===== src/rtl/score_digit_addr_if.sv =====
// Score digit address interface.
// Groups the score update request, the VGA pixel coordinates and the glyph
// address outputs exchanged between the game/VGA side (master) and the
// score_digit_addr block (slave).
//   score        : binary score, sampled when score_valid is high
//   score_valid  : one-cycle update request
//   DrawX/DrawY  : current pixel column/row from the VGA controller
//   rom_address  : glyph bit address to the numbers ROM
//   in_box       : pixel lies in a non-blanked digit cell, aligned with ROM q
//   busy         : conversion or commit pending
interface score_digit_addr_if #(
    parameter int SCORE_W = 14
);
    logic [SCORE_W-1:0] score;
    logic               score_valid;
    logic [9:0]         DrawX;
    logic [9:0]         DrawY;
    logic [10:0]        rom_address;
    logic               in_box;
    logic               busy;

    modport master (
        output score, score_valid, DrawX, DrawY,
        input  rom_address, in_box, busy
    );

    modport slave (
        input  score, score_valid, DrawX, DrawY,
        output rom_address, in_box, busy
    );
endinterface


===== src/rtl/score_digit_addr.sv =====
// Score digit address generator.
// Converts a binary score into four BCD digits using a serial double-dabble
// and, for every pixel, produces the numbers-ROM glyph address plus an in_box
// qualifier for the 32x16 score box. The displayed digits are committed only
// at frame start, so one frame never shows two different scores.
// Ports:
//   vga_clk : pixel clock
//   reset_n : asynchronous active-low reset
//   bus     : score_digit_addr_if slave modport (score request, pixel
//             coordinates, rom_address/in_box/busy outputs)
//
// state      | meaning
// -----------+-------------------------------------------------------
// IDLE       | no conversion running; picks up a pending request
// CONV       | SCORE_W cycles of double-dabble shift/adjust
// WAIT_FRAME | BCD result ready, waiting for pixel (0,0) to commit it
module score_digit_addr #(
    parameter int ORIGIN_X = 16,
    parameter int ORIGIN_Y = 16,
    parameter int SCORE_W  = 14
) (
    input logic              vga_clk,
    input logic              reset_n,
    score_digit_addr_if.slave bus
);

    typedef enum logic [1:0] {
        IDLE       = 2'd0,
        CONV       = 2'd1,
        WAIT_FRAME = 2'd2
    } state_t;

    localparam int CW = (SCORE_W > 1) ? $clog2(SCORE_W) : 1;
    localparam logic [CW-1:0]      CNT_LOAD  = CW'(SCORE_W - 1);
    localparam logic [SCORE_W-1:0] SCORE_MAX = SCORE_W'(9999);

    state_t             state_q;
    logic [SCORE_W-1:0] req_score_q;
    logic               req_pend_q;
    logic [SCORE_W-1:0] shift_q;
    logic [SCORE_W-1:0] shift_d;
    logic [15:0]        bcd_q;
    logic [15:0]        bcd_d;
    logic [15:0]        bcd_adj;
    logic [CW-1:0]      cnt_q;
    logic [15:0]        disp_bcd_q;

    logic [10:0]        rom_address_q;
    logic               in_box_s1_q;
    logic               in_box_q;

    logic               frame_start;
    logic [SCORE_W-1:0] score_sat;

    assign frame_start = (bus.DrawX == 10'd0) && (bus.DrawY == 10'd0);
    assign score_sat   = (32'(bus.score) > 32'd9999) ? SCORE_MAX : bus.score;

    // One double-dabble step: nibble correction first, then a joint shift of
    // the BCD accumulator and the binary shift register.
    always_comb begin
        bcd_adj = bcd_q;
        for (int i = 0; i < 4; i++) begin
            if (bcd_q[4*i +: 4] >= 4'd5) begin
                bcd_adj[4*i +: 4] = bcd_q[4*i +: 4] + 4'd3;
            end
        end
        {bcd_d, shift_d} = {bcd_adj, shift_q} << 1;
    end

    always_ff @(posedge vga_clk or negedge reset_n) begin
        if (!reset_n) begin
            state_q     <= IDLE;
            req_score_q <= '0;
            req_pend_q  <= 1'b0;
            shift_q     <= '0;
            bcd_q       <= '0;
            cnt_q       <= '0;
            disp_bcd_q  <= '0;
        end else begin
            // The request latch is independent of the state, so a new value
            // can land at any time; the newest one always wins.
            if (bus.score_valid) begin
                req_score_q <= score_sat;
                req_pend_q  <= 1'b1;
            end

            case (state_q)
                IDLE: begin
                    if (req_pend_q) begin
                        shift_q <= req_score_q;
                        bcd_q   <= '0;
                        cnt_q   <= CNT_LOAD;
                        // A request arriving on the transfer cycle must stay pending.
                        if (!bus.score_valid) begin
                            req_pend_q <= 1'b0;
                        end
                        state_q <= CONV;
                    end
                end
                CONV: begin
                    shift_q <= shift_d;
                    bcd_q   <= bcd_d;
                    if (cnt_q == '0) begin
                        state_q <= WAIT_FRAME;
                    end else begin
                        cnt_q <= cnt_q - CW'(1);
                    end
                end
                WAIT_FRAME: begin
                    if (frame_start) begin
                        disp_bcd_q <= bcd_q;
                        state_q    <= IDLE;
                    end
                end
                default: state_q <= IDLE;
            endcase
        end
    end

    // Pixel position relative to the box; negative offsets set bit 10, so a
    // single zero test on the upper bits covers both range limits.
    logic [10:0] rx;
    logic [10:0] ry;
    logic        in_range;
    logic [1:0]  dsel;
    logic [3:0]  digit;
    logic [3:0]  blank_vec;

    assign rx       = {1'b0, bus.DrawX} - 11'(ORIGIN_X);
    assign ry       = {1'b0, bus.DrawY} - 11'(ORIGIN_Y);
    assign in_range = (rx[10:5] == 6'd0) && (ry[10:4] == 7'd0);
    assign dsel     = ~rx[4:3];
    assign digit    = disp_bcd_q[{dsel, 2'b00} +: 4];

    assign blank_vec[3] = (disp_bcd_q[15:12] == 4'd0);
    assign blank_vec[2] = blank_vec[3] && (disp_bcd_q[11:8] == 4'd0);
    assign blank_vec[1] = blank_vec[2] && (disp_bcd_q[7:4] == 4'd0);
    assign blank_vec[0] = 1'b0;

    // in_box gets a second stage so it lines up with the ROM read data.
    always_ff @(posedge vga_clk or negedge reset_n) begin
        if (!reset_n) begin
            rom_address_q <= '0;
            in_box_s1_q   <= 1'b0;
            in_box_q      <= 1'b0;
        end else begin
            rom_address_q <= in_range ? {digit, ry[3:0], rx[2:0]} : 11'd0;
            in_box_s1_q   <= in_range && !blank_vec[dsel];
            in_box_q      <= in_box_s1_q;
        end
    end

    assign bus.rom_address = rom_address_q;
    assign bus.in_box      = in_box_q;
    assign bus.busy        = (state_q != IDLE) || req_pend_q;

endmodule


===== src/flat_wrapper.sv =====
// flat-port wrapper written by rule: the top's interface ports become plain ports
module score_digit_addr_flat 
#(
    parameter int ORIGIN_X = 16,
    parameter int ORIGIN_Y = 16,
    parameter int SCORE_W  = 14
)
  (vga_clk, reset_n, bus_score, bus_score_valid, bus_DrawX, bus_DrawY, bus_rom_address, bus_in_box, bus_busy);
  score_digit_addr_if #(.SCORE_W(SCORE_W)) bus_i ();
  input logic vga_clk;
  input logic reset_n;
  input wire logic [$bits(bus_i.score)-1:0] bus_score;
  input wire logic [$bits(bus_i.score_valid)-1:0] bus_score_valid;
  input wire logic [$bits(bus_i.DrawX)-1:0] bus_DrawX;
  input wire logic [$bits(bus_i.DrawY)-1:0] bus_DrawY;
  output wire logic [$bits(bus_i.rom_address)-1:0] bus_rom_address;
  output wire logic [$bits(bus_i.in_box)-1:0] bus_in_box;
  output wire logic [$bits(bus_i.busy)-1:0] bus_busy;
  assign bus_i.score = bus_score;
  assign bus_i.score_valid = bus_score_valid;
  assign bus_i.DrawX = bus_DrawX;
  assign bus_i.DrawY = bus_DrawY;
  assign bus_rom_address = bus_i.rom_address;
  assign bus_in_box = bus_i.in_box;
  assign bus_busy = bus_i.busy;
  score_digit_addr #(.ORIGIN_X(ORIGIN_X), .ORIGIN_Y(ORIGIN_Y), .SCORE_W(SCORE_W)) u_core (.vga_clk(vga_clk), .reset_n(reset_n), .bus(bus_i));
endmodule

===== config.mk =====
export PLATFORM = sky130hd
export DESIGN_NAME = score_digit_addr_flat
export DESIGN_NICKNAME = d
export VERILOG_FILES = /design/src/rtl/score_digit_addr_if.sv /design/src/rtl/score_digit_addr.sv /design/src/flat_wrapper.sv
export SDC_FILE = /design/constraint.sdc
export NUM_CORES = 1
export LEC_CHECK = 0
export CORE_MARGIN = 1.5
export CORE_UTILIZATION = 30
export DETAILED_ROUTE_END_ITERATION = 8
export PLACE_DENSITY_LB_ADDON = 0.3
export SLEW_MARGIN = 0
export SYNTH_ARGS = -nofsm -noshare
export SYNTH_HDL_FRONTEND = slang
export SYNTH_SLANG_ARGS = --single-unit

===== constraint.sdc =====
create_clock -name vga_clk -period 1.45 [get_ports vga_clk]
set_input_delay 0.145 -clock vga_clk [delete_from_list [all_inputs] [get_ports vga_clk]]
set_output_delay 0.145 -clock vga_clk [all_outputs]
set_load 0.1 [all_outputs]

Fig. 1: run 1, port wiring
(3 px per um)
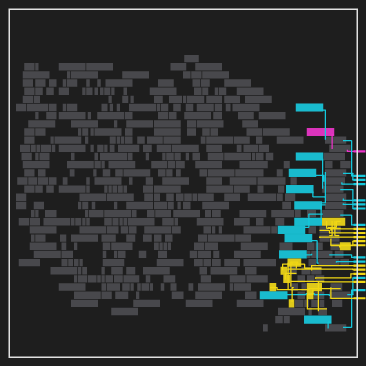
Key: yellow = bus_DrawY [bits 10, direction input, end cells 9, buffers 11, wire 265 um]; cyan = bus_rom_address [bits 11, direction output, end cells 11, buffers 11, wire 187 um]; magenta = bus_in_box [bits 1, direction output, end cells 1, buffers 1, wire 8.30 um]
IO buf count: 49
I/O pins: 50

Fig. 2: run 1, the clock network
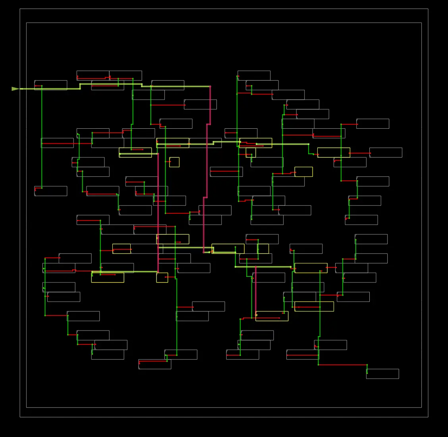
clk_skew: 0.009463 ns
Worst-Skew Late Latency: 0.34 ns
CTS sink cnt: 80
clock buffers: 11

==> run notes, run 1 <==
yosys + openroad results -> Dominant Register Cell dfrtp_1, top-count cell post-synth dfrtp_1, Synthesized Nets 384, R2R setup slack -0.02 ns, Clock transition at path regs 0.06 ns, final worst slack -0.1102 ns, Least-Margin Pin Slew 0.4444 ns, DR WL/cell 13.49 um, Crit. End Element primary output, Buf+Inv Stages, Crit Path 2, CTS tree done, Slew Viols, Final 0, Setup crit start kind flop, Final #Nets 494, status complete, but fails checks, clk root buf clkbuf_16, failing checks setup timing, RSZ-0062 raised after global routing yes, Area leader share 52.75%, ys async rst share 100.0%, number of CTS-inserted buffers 9, Setup crit start u_core.state_q[1], flops out of synthesis 80, fillers 1132, GRT Overall Usage 13.28%, CTS Buffer Depth 2, Logic area 1824 um2, final hold viol count 0, # Cells Yosys 337, DR iter-0 viols 92, Routability Congestion 0.6992, DIE HEIGHT 115.5 um, largest area contributor in the synthesized netlist dfrtp_1, fp util 31.20%, synthesized cell area 3795 um2, dpl hpwl 5.547 mm, WHS Path Cells 2, post-route ant nets 0, vias in the first global route 2906, Required @ worst endpoint 1.31 ns, ant diodes 0, TritonRoute pass-1 iters 4, crit-path max FO 5, CP max-delay cell dfrtp_1, final instance area 5605 um2, vias per cell 4.694, maximum vdd drop 808.2 uV, fin util 46.09%, # setup viols final 9, hold_sp bus_DrawY[0]
Fig. 3: run 1, layout detail
Window x 77 to 97, y 77 to 97 um. Cells in gray, sequential cells in the stronger gray; small squares are vias.
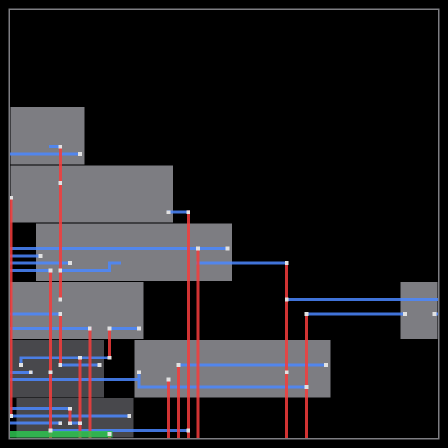
Key: green = M3; blue = M1; red = M2
Netlist names of flops here include u_core.disp_bcd_q (4). Sequential cells in the window: 4. Most frequent: dfrtp_1 (4), mux2_4 (2). 6 logic cells have their middle in the window.

[run 1: through the flow]
stage | total power (W) | setup slack (ns) | hold WS, ns | TNS (ns)
2_1_floorplan | 0.004834 | -0.4199 | -0.1506 | -6.060
3_3_place_gp | 0.005951 | -0.7415 | 0.2121 | -18.19
3_5_place_dp | 0.006054 | -0.7420 | 0.2101 | -17.95
4_1_cts | 0.008589 | -0.1307 | 0.1490 | -0.7352
5_1_grt | 0.009589 | -0.1514 | 0.1559 | -1.575
6_report | 0.008970 | -0.1102 | 0.1654 | -0.5141
[run 1: worst register-to-register path: stages, from the launching register on]
cell	delay (ns)
dfrtp_1	0.38
nand2b_1	0.20
nor3_4	0.22
buf_6	0.13
buf_12	0.12
mux2_4	0.30
[run 1: cells by family after synthesis]
kind of cell,Yosys count,synth area share [%]
mux,37,13.09
compound gates,59,10.09
simple gates,111,15.13
fa+ha+maj,10,3.297
buf+inv,32,3.792
xor+xnor,8,1.846
flops,80,52.75
[run 1: state kept, by name, indices dropped and copies added, names as in the netlist]
name                    count
u_core.bcd_q               16
u_core.bus.in_box           1
u_core.bus.rom_address     11
u_core.cnt_q                4
u_core.disp_bcd_q          16
u_core.in_box_s1_q          1
u_core.req_pend_q           1
u_core.req_score_q         14
u_core.shift_q             14
u_core.state_q              2
[run 1: final cells by class]
cell class	instances	share of cell area (%)
well taps	168	3.750
repair buffers	115	21.25
inverters	16	1.116
flip-flops and latches	80	35.71
clock buffers	11	4.509
multi-input cells	225	32.54
clock inverters	5	1.116
[run 1: power by group]
group	total [W]	switching, W	internal (W)
clock network	0.00236	0.000919	0.00144
registers	0.00318	0.000433	0.00274
logic	0.00344	0.00154	0.00190
[run 1: layer usage]
layer / vias up / wire length (um) / global-route usage [%]
met5: - / 0 / 0
li1: 1411 / - / -
met1: 1422 / 3817 / 16.12
met3: 8 / 428 / 4.132
met4: 0 / 95 / 3.951
met2: 69 / 4024 / 22.72
[run 1: cell usage in the layout, fill, tap and decap left out, types with 3 or more instances in the layout]
cell	n
inv_1	9
nand2b_1	4
nor2_1	25
clkdlybuf4s50_1	15
nor4_1	3
inv_2	6
mux2i_1	14
buf_6	6
a22o_1	4
o22ai_1	5
dfrtp_1	80
and2_1	11
a21oi_2	3
clkbuf_16	9
nand2_1	42
a31oi_1	11
buf_12	19
a32o_1	4
buf_4	54
dlygate4sd2_1	11
mux4_1	4
ha_1	4
o31ai_1	3
xnor2_1	5
o21ai_0	13
xor2_1	3
a21oi_1	5
mux2_4	18
ha_2	4
clkdlybuf4s15_1	6
nor3_1	4
[run 1: what timing repair did]
action / CTS / global route
hold endpoints to repair: 80 / 0
buffers inserted: 9 / 8
hold buffers: 1 / 0
gates cloned: 1 / 1
resized: 55 / 31
pin swaps: 11 / 7
setup endpoints to repair: 24 / 42
Fig. 4: run 1, routed metal, one color a layer
(4 px per um) Two of the layers only.
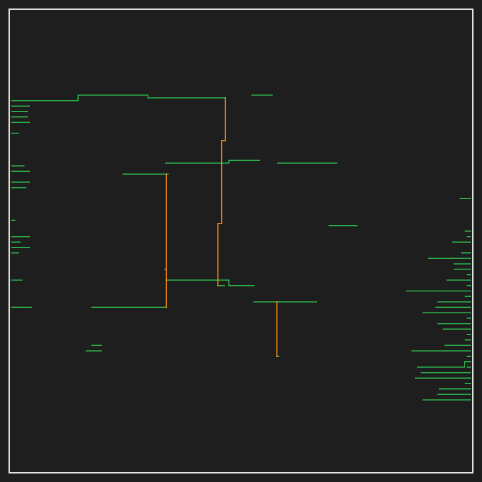

==> inputs of run 2 (changes only) <==
CORE_ASPECT_RATIO = 1.25   (was unset)
REMOVE_ABC_BUFFERS = 1   (was unset)
Fig. 5: run 2, routed metal, one color a layer
(4 px per um) Two of the layers only.
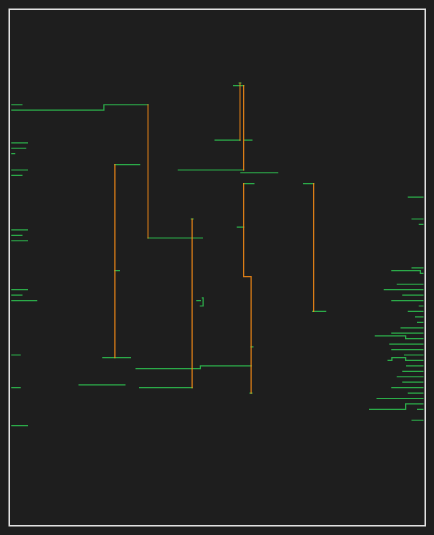
Key: orange = M4 [wire length 245 um]; green = M3 [wire length 388 um]
Detailed Route WL: 9.104 mm
GRT Overall Usage: 13.39%
routed vias: 2989

==> run 2 against run 1 <==
  * The run still ends with setup timing left
  * Hold slack better by 0.018 ns
  * Total power is 8.9% higher
  * Die area is essentially flat
  * First-iteration DRC count decreased by 15%
  * Critical path type unchanged
  * Largest cell class unchanged
==> run notes, run 2 <==
yosys + openroad results -> status complete, but fails checks, failing checks setup timing, Buf+Inv Stages, Crit Path 2, RSZ-0062 raised after global routing yes, Top logic family simple AND/OR/NAND/NOR gates, CTS Buffer Depth 2, Synth Area in Compound Gates 10.09%, Dominant Register Cell dfrtp_1, DR iter-0 viols 78, dpl hpwl 5.616 mm, # setup viols final 22, TritonRoute pass-1 iters 5, vias per cell 4.775, # Cells Yosys 337, simple share 15.13%, biggest regs u_core.bcd_q x16, u_core.disp_bcd_q x16, Routability Congestion 0.7758, IO buf count 49, Least-Margin Pin Slew 0.3715 ns, final worst slack -0.1141 ns, CTS tree done, clk_skew 0.004738 ns
Fig. 6: run 2, layout detail
Window x 68 to 88, y 87 to 107 um. Cells in gray, sequential cells in the stronger gray; small squares are vias.
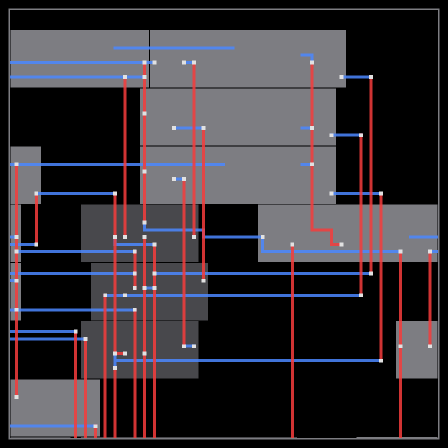

==> run 2: cell counts after synthesis <==
No cell type changed its count.
==> run 2: final cells by class <==
class,count,area share [%]
multi-input combinational,225,32.50
clock buffer,10,4.039
timing repair buffer,125,23.56
tap,164,3.468
sequential,80,33.83
clock inverter,6,1.544
inverter,16,1.057
==> run 2: per-stage QoR <==
| step | TNS [ns] | instance area, um2 | power (W) | utilization (%) | setup WS [ns] |
|---|---|---|---|---|---|
| 3_3_place_gp | -17.72 | 4947 | 0.005873 | 40.49 | -0.7035 |
| 2_1_floorplan | -20.93 | 3711 | 0.004734 | - | -0.6562 |
| 5_1_grt | -3.941 | 5917 | 0.01037 | 48.43 | -0.1497 |
| 4_1_cts | -0.8709 | 5468 | 0.008708 | 44.75 | -0.1147 |
| 3_5_place_dp | -18.22 | 4947 | 0.005969 | 40.49 | -0.7035 |
| 6_report | -0.9095 | 5917 | 0.009769 | 48.43 | -0.1141 |
==> run 2: routing by layer <==
layer,track usage [%],share of wire (%)
met1,16.11,43
met5,0,0
met3,2.736,4.3
met2,23.06,50
met4,6.536,2.7
==> run 2: report_power, final <==
group	leakage (nW)	internal (W)	switching [W]
Clock	0.163	0.00156	0.000934
Sequential	1.03	0.00274	0.000472
Combinational	1.56	0.00228	0.00177
==> run 2: logic make-up after synthesis <==
kind of cell | Yosys count
XOR/XNOR | 8
adder cells (fa/ha/maj) | 10
flip-flops | 80
buffers and inverters | 32
multiplexers | 37
AND-OR/OR-AND | 59
AND/OR/NAND/NOR | 111
==> run 2: repair_timing <==
action | in CTS | in global routing
endpoints found under the hold margin | 25 | 0
pin swaps | 11 | 20
cloned | 1 | 5
hold buffers | 1 | 0
resized | 58 | 47
buffers inserted | 5 | 17
endpoints found under the setup margin | 31 | 47
==> run 2: how the worst max path moves through the flow <==
stage                                 start              endpoint  slack, ns  cells after the start
after floorplan           u_core.state_q[0]      u_core.bcd_q[11]      -0.66                      4
after global placement         bus_DrawX[4]  u_core.disp_bcd_q[5]      -0.70                      7
after detailed placement       bus_DrawX[4]  u_core.disp_bcd_q[0]      -0.70                      7
after CTS                 u_core.state_q[0]              bus_busy      -0.11                      3
after global routing      u_core.state_q[1]              bus_busy      -0.15                      3
final                     u_core.state_q[1]              bus_busy      -0.11                      3
Power is estimated from default activity; no workload was simulated.
